Figure 1. Cells by drive strength.
The bar under the picture is 50 um long.
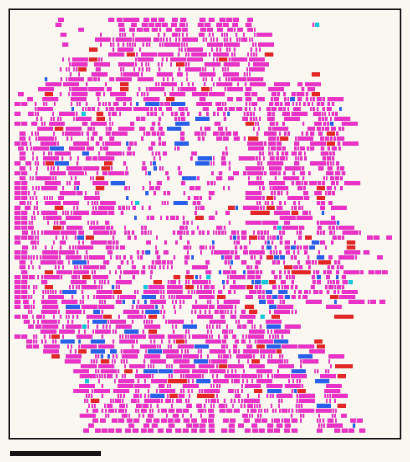
Figure 2. The clock network.
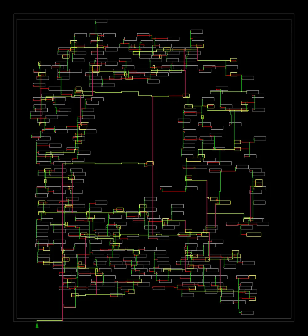
Figure 3. Routed clock nets over the placement.
The bar under the picture is 50 um long.
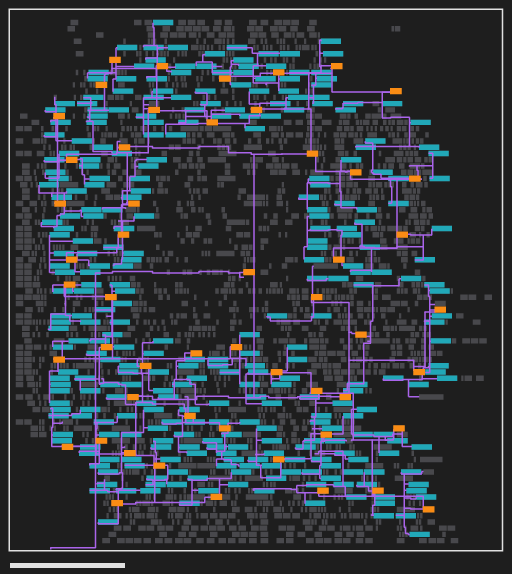
Figure 4. Sequential cells grouped by signal name.
Other sequential cells in the stronger grey, the rest of the logic in the fainter grey.
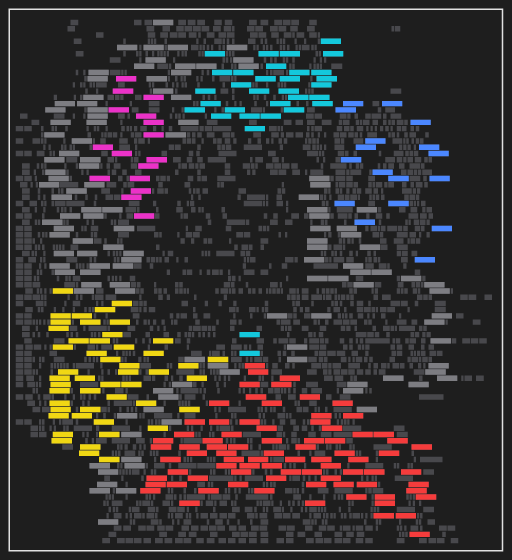
Figure 5. Signal wires on met4.
Supply wires on this layer in grey.
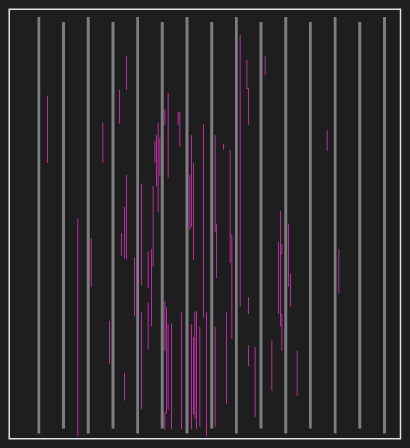
File: src/rtl/ip_packet_tx.sv
`default_nettype none
// ============================================================================
//  Module   : ip_packet_tx
//  Purpose  : Builds an Ethernet II + IPv4 (no options) frame around a fixed
//             size payload, computes the IPv4 header checksum and streams the
//             frame byte-wise over AXI-Stream, zero-padded to the minimum size.
//             Multi-byte fields are MSB-first: the most significant byte of
//             every address / payload vector is the first one on the wire.
//  Revision : 1.0  initial release
// ============================================================================
module ip_packet_tx #(
    parameter int         USER_DATA_BYTES  = 10,
    parameter int         AXI_S_DATA_WIDTH = 8,
    parameter logic [7:0] IP_PROTOCOL      = 8'hFD,
    parameter logic [7:0] IP_TTL           = 8'h40,
    parameter int         MIN_FRAME_BYTES  = 60
) (
    input  logic                          ACLK,
    input  logic                          ARESET,
    input  logic [31:0]                   ACCELERATOR_IP_ADDRESS,
    input  logic [47:0]                   ACCELERATOR_MAC_ADDRESS,
    input  logic [31:0]                   DST_IP_ADDRESS,
    input  logic [47:0]                   DST_MAC_ADDRESS,
    input  logic [USER_DATA_BYTES*8-1:0]  DATA_FRAME,
    input  logic                          FRAME_VALID,
    output logic                          FRAME_READY,
    output logic [AXI_S_DATA_WIDTH-1:0]   MAC_DATA_IN,
    output logic                          MAC_DATA_VALID,
    input  logic                          MAC_DATA_READY,
    output logic                          MAC_DATA_LAST,
    output logic                          MAC_DATA_TUSER,
    output logic                          FRAME_SENT
);
    localparam int          PAY_W        = USER_DATA_BYTES * 8;
    localparam int          HDR_BYTES    = 34;                       // 14 Ethernet + 20 IPv4
    localparam int          PAY_END      = HDR_BYTES + USER_DATA_BYTES;
    localparam int          FRAME_LEN    = (PAY_END > MIN_FRAME_BYTES) ? PAY_END : MIN_FRAME_BYTES;
    localparam logic [15:0] LAST_IDX     = 16'(FRAME_LEN - 1);
    localparam logic [15:0] IDX_IP       = 16'd14;
    localparam logic [15:0] IDX_DATA     = 16'(HDR_BYTES);
    localparam logic [15:0] IDX_PAD      = 16'(PAY_END);
    localparam logic [15:0] IP_TOTAL_LEN = 16'(20 + USER_DATA_BYTES);
    localparam logic [15:0] CSUM_WORDS   = 16'd10;

    typedef enum logic [2:0] {
        S_IDLE      = 3'd0,
        S_CSUM      = 3'd1,
        S_SEND_ETH  = 3'd2,
        S_SEND_IP   = 3'd3,
        S_SEND_DATA = 3'd4,
        S_SEND_PAD  = 3'd5
    } state_t;

    state_t             state_q, state_d;
    logic [15:0]        cnt_q, cnt_d;      // checksum word index in CSUM, byte index in SEND_*
    logic [16:0]        acc_q, acc_d;
    logic [15:0]        csum_q, csum_d;
    logic [15:0]        id_q, id_d;
    logic               ready_q, ready_d;
    logic               sent_q, sent_d;
    logic [31:0]        src_ip_q, dst_ip_q;
    logic [47:0]        src_mac_q, dst_mac_q;
    logic [PAY_W-1:0]   data_q;

    logic               w_accept;
    logic               w_sending;
    logic [15:0]        w_cnt_inc;
    logic [15:0]        w_pay_idx;
    logic [159:0]       w_ip_sum_hdr;
    logic [271:0]       w_frame_hdr;
    logic [159:0]       w_word_sh;
    logic [271:0]       w_hdr_sh;
    logic [PAY_W-1:0]   w_pay_sh;
    logic [7:0]         w_byte;

    // Header as summed by the checksum engine: checksum field reads as zero
    assign w_ip_sum_hdr = {8'h45, 8'h00, IP_TOTAL_LEN, id_q, 16'h4000,
                           IP_TTL, IP_PROTOCOL, 16'h0000, src_ip_q, dst_ip_q};
    assign w_frame_hdr  = {dst_mac_q, src_mac_q, 16'h0800,
                           8'h45, 8'h00, IP_TOTAL_LEN, id_q, 16'h4000,
                           IP_TTL, IP_PROTOCOL, csum_q, src_ip_q, dst_ip_q};

    // Shift the wanted word/byte up to the top so the select index stays constant
    assign w_pay_idx = cnt_q - IDX_DATA;
    assign w_word_sh = w_ip_sum_hdr << {cnt_q, 4'b0000};
    assign w_hdr_sh  = w_frame_hdr << {cnt_q, 3'b000};
    assign w_pay_sh  = data_q << {w_pay_idx, 3'b000};

    assign w_accept  = (state_q == S_IDLE) && ready_q && FRAME_VALID;
    assign w_sending = (state_q == S_SEND_ETH) || (state_q == S_SEND_IP) ||
                       (state_q == S_SEND_DATA) || (state_q == S_SEND_PAD);
    assign w_cnt_inc = cnt_q + 16'd1;

    // Select the byte on the wire; zero outside the frame and in the pad region
    always_comb begin
        w_byte = 8'h00;
        case (state_q)
            S_SEND_ETH, S_SEND_IP: w_byte = w_hdr_sh[271:264];
            S_SEND_DATA:           w_byte = w_pay_sh[PAY_W-1 -: 8];
            default:               w_byte = 8'h00;
        endcase
    end

    assign FRAME_READY    = ready_q;
    assign FRAME_SENT     = sent_q;
    assign MAC_DATA_VALID = w_sending;
    assign MAC_DATA_IN    = AXI_S_DATA_WIDTH'(w_byte);
    assign MAC_DATA_LAST  = w_sending && (cnt_q == LAST_IDX);
    assign MAC_DATA_TUSER = 1'b0;

    // Next-state logic: accept, ten-word checksum walk, then byte streaming
    always_comb begin
        state_d = state_q;
        cnt_d   = cnt_q;
        acc_d   = acc_q;
        csum_d  = csum_q;
        id_d    = id_q;
        sent_d  = 1'b0;
        case (state_q)
            S_IDLE: begin
                if (w_accept) begin
                    state_d = S_CSUM;
                    cnt_d   = 16'd0;
                    acc_d   = 17'd0;
                end
            end
            S_CSUM: begin
                if (cnt_q == CSUM_WORDS) begin
                    // Fold the last pending carry, then complement
                    csum_d  = ~(acc_q[15:0] + {15'd0, acc_q[16]});
                    cnt_d   = 16'd0;
                    state_d = S_SEND_ETH;
                end else begin
                    // End-around carry: previous add's carry re-enters this add
                    acc_d = {1'b0, acc_q[15:0]} + {1'b0, w_word_sh[159:144]} + {16'd0, acc_q[16]};
                    cnt_d = w_cnt_inc;
                end
            end
            S_SEND_ETH, S_SEND_IP, S_SEND_DATA, S_SEND_PAD: begin
                if (MAC_DATA_READY) begin
                    if (cnt_q == LAST_IDX) begin
                        state_d = S_IDLE;
                        cnt_d   = 16'd0;
                        id_d    = id_q + 16'd1;
                        sent_d  = 1'b1;
                    end else begin
                        cnt_d = w_cnt_inc;
                        if (w_cnt_inc == IDX_IP)   state_d = S_SEND_IP;
                        if (w_cnt_inc == IDX_DATA) state_d = S_SEND_DATA;
                        if (w_cnt_inc == IDX_PAD)  state_d = S_SEND_PAD;
                    end
                end
            end
            default: state_d = S_IDLE;
        endcase
        ready_d = (state_d == S_IDLE);
    end

    // Control and checksum state registers
    always_ff @(posedge ACLK or posedge ARESET) begin
        if (ARESET) begin
            state_q <= S_IDLE;
            cnt_q   <= 16'd0;
            acc_q   <= 17'd0;
            csum_q  <= 16'd0;
            id_q    <= 16'd0;
            ready_q <= 1'b0;
            sent_q  <= 1'b0;
        end else begin
            state_q <= state_d;
            cnt_q   <= cnt_d;
            acc_q   <= acc_d;
            csum_q  <= csum_d;
            id_q    <= id_d;
            ready_q <= ready_d;
            sent_q  <= sent_d;
        end
    end

    // Snapshot of the request so callers may change inputs once accepted
    always_ff @(posedge ACLK or posedge ARESET) begin
        if (ARESET) begin
            src_ip_q  <= 32'd0;
            dst_ip_q  <= 32'd0;
            src_mac_q <= 48'd0;
            dst_mac_q <= 48'd0;
            data_q    <= '0;
        end else if (w_accept) begin
            src_ip_q  <= ACCELERATOR_IP_ADDRESS;
            dst_ip_q  <= DST_IP_ADDRESS;
            src_mac_q <= ACCELERATOR_MAC_ADDRESS;
            dst_mac_q <= DST_MAC_ADDRESS;
            data_q    <= DATA_FRAME;
        end
    end

endmodule
`default_nettype wire

File: config.mk
export PLATFORM = sky130hd
export DESIGN_NAME = ip_packet_tx
export DESIGN_NICKNAME = d
export VERILOG_FILES = /design/src/rtl/ip_packet_tx.sv
export SDC_FILE = /design/constraint.sdc
export NUM_CORES = 1
export LEC_CHECK = 0
export CAP_MARGIN = 40
export CORE_ASPECT_RATIO = 1.1
export CORE_MARGIN = 2
export CORE_UTILIZATION = 35
export CTS_BUF_LIST = sky130_fd_sc_hd__clkbuf_8
export CTS_CLUSTER_DIAMETER = 150
export DETAILED_ROUTE_END_ITERATION = 8
export GPL_TIMING_DRIVEN = 0
export PLACE_DENSITY = 0.64
export RECOVER_POWER = 50
export SKIP_LAST_GASP = 1
export SYNTH_ARGS = -nofsm -noshare
export SYNTH_HDL_FRONTEND = slang
export SYNTH_SLANG_ARGS = --single-unit
File: constraint.sdc
create_clock -name ACLK -period 13.16 [get_ports ACLK]
set_input_delay 1.316 -clock ACLK [delete_from_list [all_inputs] [get_ports ACLK]]
set_output_delay 1.316 -clock ACLK [all_outputs]
set_load 0.05 [all_outputs]
==> flow_summary.toml <==
# yosys + openroad results
[run]
tool_warnings = 34
cap_violations = 1

[timing]
relSlewSlack_pct = -121.7
period_minus_slack_ns = 7.086
max_freq_mhz = 141.1
finalCritPeriodShare_pct = 53.84
rsz0062_at_grt = "false"
setup_viol = 0
maxSlewViolCount = 70
worst_pin_slew_ns = 3.307
finalHoldViolCount = 0

[grt]
groute.usage.overall_pct = 25.55
grt.met2_usage_pct = 42.87
top_usage_layer = "met2"
grt_util_met3_pct = 3.953
grt_antenna_before_repair = 2
first_global_vias = 16410
grt-ovfl-total = 0
met1_usage_pct = 33.24
grt_pass1_wl_mm = 98.77
grt_max_degree = 126

[routing]
ant_nets = 0
wl_per_cell_um = 21.47
firstDrtPassIters = 6
drc_errors = 0
viasPerCell = 5.312
dr.first_iter.drc_count = 1440

[placed_design]
io_buffer_count = 255
dp_hpwl_mm = 49.97
dp_slack_ns = 6.882
dpl_cell_area_mm2 = 0.02052
dp_cells = 2908
place.gp.congestion = 0.9492

[critical_path]
r2r_setup_slack_ns = 7.94
crit_path_end_kind = "output port"
worstPathRequired_ns = 11.84
worstPathMaxFanout = 11
worstPathArrival_ns = 5.77
critPathKind = "reg2out"
cp-start-kind = "flip-flop"

[power_and_ir_drop]
p_leak_uw = 0.01020
power_density_mw_per_mm2 = 228.2
ir_worst_vdd_uv = 92.34
finalPower_uw = 4940

[logic_synthesis]
largest_area_cell = "dfrtp_1"
synth_cell_types = 83
ff_type = "dfrtp_1"
top_cells_by_area = "dfrtp_1, nand2_1, mux4_2"
postSynthSeqShare_pct = 45.58
synth.most_common_cell = "nand2_1"
synthesis.instances = 1999
ys_sh_aoi_pct = 11.21
synth_top_area_share_pct = 45.58
yosys.area_share.adder_pct = 2.000
postSynthAreaPerCell_um2 = 8.514
simple_gate_share_pct = 26.02
yosys_register_bits = 310
synthesis.area_mm2 = 0.01702
syn-num-nets = 2269
netlist_logic_family_top = "simple AND/OR/NAND/NOR gates"
mux_area_share_pct = 8.903
synthXorXnorAreaFrac_pct = 2.264
top_cells_by_count = "nand2_1, dfrtp_1, o21ai_0"
ys_area_mm2 = 0.01702
synthArstFlopShare_pct = 100.0
yosys_warnings = 0
ys_cells = 1999
synth-edff-count = 0

[floorplanning]
chipHeight_um = 235.3
io-pin-count = 257
fp.dieW_um = 214.3
fp-utilization_pct = 35.51
chip_area_mm2 = 0.05041
coreArea_mm2 = 0.04793
placementRows = 84

[clock_tree]
cts_setup_buffers = 0
cts_buffers = 52
cts_resized = 0
h-tree-depth = 2
cts.path.max_buffers = 3
cts_tree = "built"
cts_root_buf = "clkbuf_8"
clkTransAtPathRegs_ns = 0.06
ctsHoldBuffers = 0

[run_status]
violations = "capacitance limit, slew limit"
outcome = "finished, violations left"

[layout]
drive_gt1_share_pct = 8.404
final_net_count = 2587
fin_cells = 3002

[hold_path]
hold_path.class = "reg2reg"
About Figure 1:
- x2: blue (cells 101; share 4.3%)
- x1 and smaller: magenta (cells 2158; share 92%)
- x6 and larger: red (cells 86; share 3.7%)
- x3 and x4: cyan (cells 11; share 0.47%)
Setup WS post-layout: 6.074 ns
synth-to-layout area growth: 27.21%
bufs w/o clock: 396
fin area: 0.02165 mm2

About Figure 2:
Latency at later pin: 0.66 ns
# clock sinks: 310

About Figure 3:
- clock wires: purple (length 4620 um)
- clock-net drivers: orange (count 52)
- flip-flops: cyan (count 310)
- flops lie: spread over the die
share of total power in the clock network: 19.5%
Clk power: 963 uW
Layout Skew: 0.03920 ns

About Figure 4:
- id_q: magenta (flops 16; where upper left)
- src_mac_q: yellow (flops 48)
- dst_ip_q: cyan (flops 32; where top centre)
- data_q: red (flops 80)
- acc_q: blue (flops 17; where upper right)
- not coloured: 117
Seq area share: 35.83%
register area: 0.007757 mm2
P_seq: 1680 uW
final core occ: 45.17%

About Figure 5:
- wire length on this layer: 2500 um
- main direction: vertical
- longest straight run: 149 um
drt total wl: 64.46 mm
routed vias: 15.95k

critical path, stage by stage, from the launching register on:
cell	delay, ns
dfrtp_1	0.44
buf_2	0.28
buf_2	0.27
inv_1	0.11
clkbuf_1	0.48
clkbuf_1	0.60
ha_1	0.30
or3b_1	0.42
a21oi_2	0.25
xnor2_1	0.09
a211oi_1	0.23
o21ai_2	0.22
o221ai_1	0.50
clkdlybuf4s50_1	0.91
per-stage QoR:
stage	hold slack [ns]	TNS, ns
floorplan	0.4379	0
global placement	0.4533	-84.20
detailed placement	0.4576	0
CTS	0.4733	0
global route	0.4933	0
finish	0.4729	0
cell usage in the layout (no fill, tap or decap), types with 6 or more instances in the layout:
master,instances
a211oi_1,10
a21o_1,9
a21oi_1,58
a221oi_1,8
a22oi_1,17
a31oi_1,10
and2_1,6
and3_1,11
buf_2,27
buf_4,9
buf_6,8
clkbuf_1,89
clkbuf_8,67
clkdlybuf4s50_1,254
clkinv_2,6
dfrtp_1,310
ha_1,24
inv_1,33
mux2i_1,58
mux4_2,39
nand2_1,805
nand2b_1,9
nand3_1,54
nand4_1,14
nor2_1,81
nor2b_1,10
nor3_1,26
nor3b_1,6
o21a_1,8
o21ai_0,98
o22ai_1,6
o31ai_1,21
or3_1,7
xnor2_1,33
xor2_1,11
power by group:
group          internal [uW]  switching (uW)  leakage [uW]  total (uW)
combinational            898            1400       0.00561        2300
sequential              1340             335       0.00394        1680
clock                    539             424      0.000644         963
total                   2780            2160        0.0102        4940
final cells by class:
class                   instances  area, um2
fillers                      4816      26280
inverters                      22      83.83
well taps                     645      807.0
plain buffers                 132      589.3
flip-flops and latches        310       7757
clock buffers                  67      922.1
repair buffers                264       2680
multi-input cells            1535       8568
clock inverters                26      239.0
diodes                          1      2.502
cells by family after synthesis:
| group | count (synthesis) |
|---|---|
| adders and majority gates | 26 |
| buffers and inverters | 154 |
| other | 1 |
| muxes | 102 |
| xor gates and xnor gates | 44 |
| AOI/OAI and AO/OA | 299 |
| and+or+nand+nor | 1063 |
| DFF | 310 |
flip-flops by register name, indices dropped and copies added, names as in the netlist:
signal       flops
data_q          80
dst_mac_q       48
src_mac_q       48
dst_ip_q        32
src_ip_q        32
acc_q           17
cnt_q           16
csum_q          16
id_q            16
state_q          3
FRAME_READY      1
FRAME_SENT       1
metal layers:
metal  share of wire (%)  up-vias
li1                    -     7397
met1                  42     7790
met2                  47      623
met3                 6.5      136
met4                 3.9        2
met5               0.012        -
worst paths after layout:
path,depth (start not counted),to,from
max reg2reg,17,acc_q[13]$_DFFE_PP0P_,cnt_q[0]$_DFFE_PP0P_
min in group asynchronous,2,data_q[17]$_DFFE_PP0P_,ARESET
max,13,MAC_DATA_IN[5],cnt_q[1]$_DFFE_PP0P_
min reg2reg,2,data_q[79]$_DFFE_PP0P_,data_q[79]$_DFFE_PP0P_
max in group asynchronous,3,src_ip_q[13]$_DFFE_PP0P_,ARESET
min,2,data_q[79]$_DFFE_PP0P_,data_q[79]$_DFFE_PP0P_
Power and IR drop assume default switching activity.
